### src/rtl/wr_uart_logger_pkg.sv
// Shared types and constants for the CPU write-event UART logger.
`default_nettype none

package wr_uart_logger_pkg;

   localparam logic [3:0] HDR_NIBBLE    = 4'hA;
   localparam int         DATA_BITS     = 8;
   localparam int         BITS_PER_BYTE = 10;

   typedef enum logic [1:0] {
      IDLE  = 2'd0,
      START = 2'd1,
      DATA  = 2'd2,
      STOP  = 2'd3
   } state_t;

endpackage

`default_nettype wire

### src/rtl/wr_event_fifo.sv
// Synchronous FIFO for captured write events; async active-low reset.
`default_nettype none

module wr_event_fifo #(
   parameter int DEPTH = 8,
   parameter int WIDTH = 12
) (
   input  logic                     clk,
   input  logic                     rst_n,
   input  logic                     push,
   input  logic                     pop,
   input  logic [WIDTH-1:0]         wdata,
   output logic [WIDTH-1:0]         rdata,
   output logic                     full,
   output logic                     empty,
   output logic [$clog2(DEPTH):0]   count
);

   localparam int PTR_W = $clog2(DEPTH);

   logic [WIDTH-1:0] mem [DEPTH];
   logic [PTR_W-1:0] wr_ptr;
   logic [PTR_W-1:0] rd_ptr;
   logic             wr_en;
   logic             rd_en;

   // A push into a full FIFO is still accepted when a pop frees a slot on the same edge.
   assign wr_en = push && (!full || pop);
   assign rd_en = pop && !empty;
   assign full  = (count == (PTR_W+1)'(DEPTH));
   assign empty = (count == '0);
   assign rdata = mem[rd_ptr];

   always_ff @(posedge clk) begin
      if (wr_en) mem[wr_ptr] <= wdata;
   end

   always_ff @(posedge clk or negedge rst_n) begin
      if (!rst_n) begin
         wr_ptr <= '0;
         rd_ptr <= '0;
         count  <= '0;
      end else begin
         if (wr_en) wr_ptr <= wr_ptr + PTR_W'(1);
         if (rd_en) rd_ptr <= rd_ptr + PTR_W'(1);
         case ({wr_en, rd_en})
            2'b10:   count <= count + (PTR_W+1)'(1);
            2'b01:   count <= count - (PTR_W+1)'(1);
            default: count <= count;
         endcase
      end
   end

endmodule

`default_nettype wire

### src/rtl/wr_uart_logger.sv
// Captures CPU write events into a FIFO and streams each as a two-byte UART frame.
`default_nettype none

module wr_uart_logger
   import wr_uart_logger_pkg::*;
#(
   parameter int CLKS_PER_BIT = 4,
   parameter int FIFO_DEPTH   = 8,
   parameter int ADDR_W       = 4,
   parameter int DATA_W       = 8
) (
   input  logic              i_clk,
   input  logic              i_reset,
   input  logic              i_wr_valid,
   input  logic [ADDR_W-1:0] i_wr_add,
   input  logic [DATA_W-1:0] i_wr_data,
   output logic              o_tx,
   output logic              o_busy,
   output logic              o_full,
   output logic              o_overflow
);

   localparam int CNT_W = (CLKS_PER_BIT > 2) ? $clog2(CLKS_PER_BIT) : 1;
   localparam int CNT_F = $clog2(FIFO_DEPTH) + 1;

   state_t                     state, state_nx;
   logic [CNT_W-1:0]           baud_cnt, baud_nx;
   logic [2:0]                 bit_idx, bit_nx;
   logic                       byte_idx, byte_nx;
   logic [7:0]                 shreg, shreg_nx;
   logic [7:0]                 data_byte, data_nx;
   logic                       overflow;

   logic [ADDR_W+DATA_W-1:0]   head;
   logic                       fifo_full;
   logic                       fifo_empty;
   logic [CNT_F-1:0]           fifo_count;
   logic                       pop;
   logic                       baud_done;

   assign pop       = (state == IDLE) && !fifo_empty;
   assign baud_done = (baud_cnt == CNT_W'(CLKS_PER_BIT - 1));

   wr_event_fifo #(
      .DEPTH (FIFO_DEPTH),
      .WIDTH (ADDR_W + DATA_W)
   ) u_fifo (
      .clk   (i_clk),
      .rst_n (i_reset),
      .push  (i_wr_valid),
      .pop   (pop),
      .wdata ({i_wr_add, i_wr_data}),
      .rdata (head),
      .full  (fifo_full),
      .empty (fifo_empty),
      .count (fifo_count)
   );

   always_ff @(posedge i_clk or negedge i_reset) begin
      if (!i_reset) begin
         state     <= IDLE;
         baud_cnt  <= '0;
         bit_idx   <= '0;
         byte_idx  <= 1'b0;
         shreg     <= '0;
         data_byte <= '0;
         overflow  <= 1'b0;
      end else begin
         state     <= state_nx;
         baud_cnt  <= baud_nx;
         bit_idx   <= bit_nx;
         byte_idx  <= byte_nx;
         shreg     <= shreg_nx;
         data_byte <= data_nx;
         if (i_wr_valid && fifo_full && !pop) overflow <= 1'b1;
      end
   end

   always_comb begin
      state_nx = state;
      baud_nx  = baud_cnt;
      bit_nx   = bit_idx;
      byte_nx  = byte_idx;
      shreg_nx = shreg;
      data_nx  = data_byte;
      o_tx     = 1'b1;
      case (state)
         IDLE: begin
            if (!fifo_empty) begin
               state_nx = START;
               baud_nx  = '0;
               bit_nx   = '0;
               byte_nx  = 1'b0;
               shreg_nx = 8'({HDR_NIBBLE, head[DATA_W +: ADDR_W]});
               data_nx  = 8'(head[DATA_W-1:0]);
            end
         end
         START: begin
            o_tx = 1'b0;
            if (baud_done) begin
               baud_nx  = '0;
               state_nx = DATA;
            end else begin
               baud_nx = baud_cnt + CNT_W'(1);
            end
         end
         DATA: begin
            o_tx = shreg[0];
            if (baud_done) begin
               baud_nx  = '0;
               shreg_nx = shreg >> 1;
               bit_nx   = bit_idx + 3'd1;
               if (bit_idx == 3'(DATA_BITS - 1)) state_nx = STOP;
            end else begin
               baud_nx = baud_cnt + CNT_W'(1);
            end
         end
         STOP: begin
            // Byte 1 follows byte 0's stop bit with no idle gap.
            if (baud_done) begin
               baud_nx = '0;
               if (!byte_idx) begin
                  byte_nx  = 1'b1;
                  shreg_nx = data_byte;
                  state_nx = START;
               end else begin
                  state_nx = IDLE;
               end
            end else begin
               baud_nx = baud_cnt + CNT_W'(1);
            end
         end
         default: state_nx = IDLE;
      endcase
   end

   assign o_busy     = (state != IDLE);
   assign o_full     = (fifo_count == CNT_F'(FIFO_DEPTH));
   assign o_overflow = overflow;

endmodule

`default_nettype wire

### config.mk
export PLATFORM = sky130hd
export DESIGN_NAME = wr_uart_logger
export DESIGN_NICKNAME = d
export VERILOG_FILES = /design/src/rtl/wr_uart_logger_pkg.sv /design/src/rtl/wr_event_fifo.sv /design/src/rtl/wr_uart_logger.sv
export SDC_FILE = /design/constraint.sdc
export NUM_CORES = 1
export LEC_CHECK = 0
export ABC_AREA = 1
export CAP_MARGIN = 20
export CORE_MARGIN = 1
export CORE_UTILIZATION = 55
export DETAILED_ROUTE_END_ITERATION = 6
export PLACE_DENSITY = 0.8
export SKIP_LAST_GASP = 1
export SLEW_MARGIN = 20
export SYNTH_ARGS = -nofsm -noshare
export SYNTH_HDL_FRONTEND = slang
export SYNTH_HIERARCHICAL = 1
export SYNTH_SLANG_ARGS = --single-unit
### constraint.sdc
create_clock -name i_clk -period 2.5 [get_ports i_clk]
set_clock_uncertainty 0.1 [all_clocks]
set_input_delay 0.5 -clock i_clk [delete_from_list [all_inputs] [get_ports i_clk]]
set_output_delay 0.5 -clock i_clk [all_outputs]
set_load 0.05 [all_outputs]
==> reports/results.ini <==
[outcome]
status=completed

[cells_and_area]
fillCellCount=803
biggestRegsByFlops=u_fifo/mem (96), data_byte (8), shreg (8)
final_common_cell=nand2_1
antennaDiodeCount=0
seqCellArea_sq_mm=0.00376
ff_count=131
buffers=50
clock_buffers=19
buf_share_pct=6.14
final_cells=886
sh_comb_area_pct=28.2
largest_class=flip-flops and latches

[critical_path]
crit_end=u_fifo/count[3]$_DFFE_PN0P_
rrSetupSlack_ns=0.05
crit_type=register to register
r2r_end=u_fifo/count[3]$_DFFE_PN0P_

[grt]
overflow=0
grt_start_max_net_pins=67
grt_pass1_wl_um=20800

[power_and_ir_drop]
p_comb_share_pct=42.0
power.group.top=combinational cells
comb_power_mw=3.98
p_seq_mw=3.13
p_per_area_mw_per_mm2=1290

[floorplanning]
fp_util_pct=57.1

[synth]
ys_top_logic_family=simple AND/OR/NAND/NOR gates
ys_sh_xor_pct=0.701
ys.warnings.count=6
syn_inst=687
ys_cells=687
ys_chip_area_sq_mm=0.00625

[sta]
whs_ns=0.384
setup_violations=0

[clock_network]
root_buffer=clkbuf_16
cts_hold_buf=0
cts_sinks=131

[routing]
drt-met1-wl_um=5220
wl_met2_um=6510

[run]
max-cap-violations=0

[placement]
gp_congestion=0.866

==> images/layer_met1.png <==
The bar under the picture is 20 um long. Supply wires on this layer in gray.
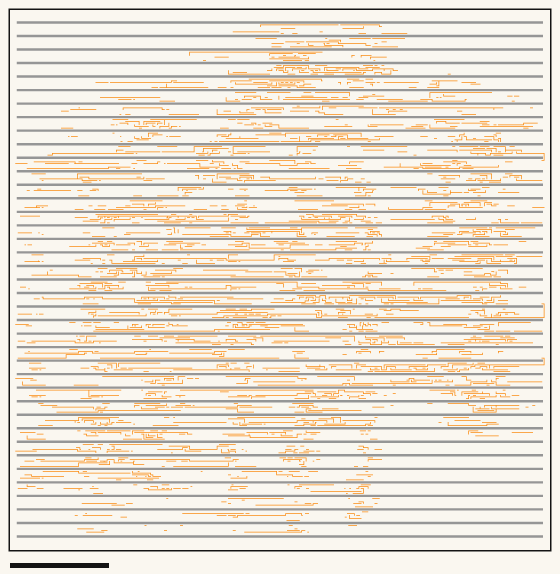
nets with wire on the layer: 718
wire length on this layer: 5220 um

==> images/layer_met2.png <==
The bar under the picture is 20 um long.
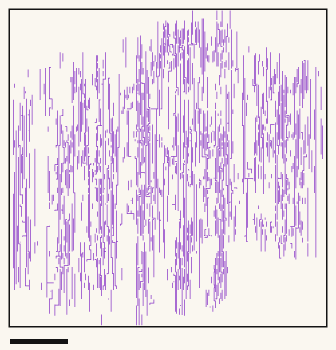
wire length on this layer: 6510 um
longest straight run: 65.3 um
main direction: vertical

==> images/layer_met3.png <==
Cells faint in the background.
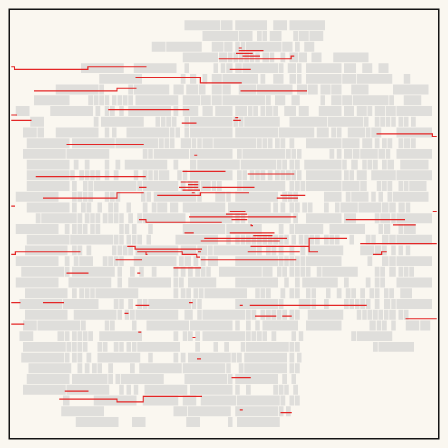
longest straight run: 29.4 um
wire length on this layer: 769 um
nets with wire on the layer: 48
share of all routed wire: 6.0%
main direction: horizontal

==> images/layer_met4.png <==
The bar under the picture is 20 um long. Supply wires on this layer in gray.
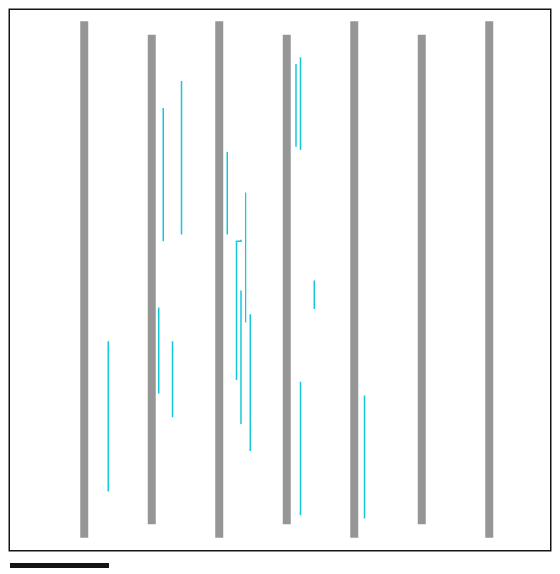
wire length on this layer: 335 um
main direction: vertical
longest straight run: 30.6 um
share of all routed wire: 2.6%

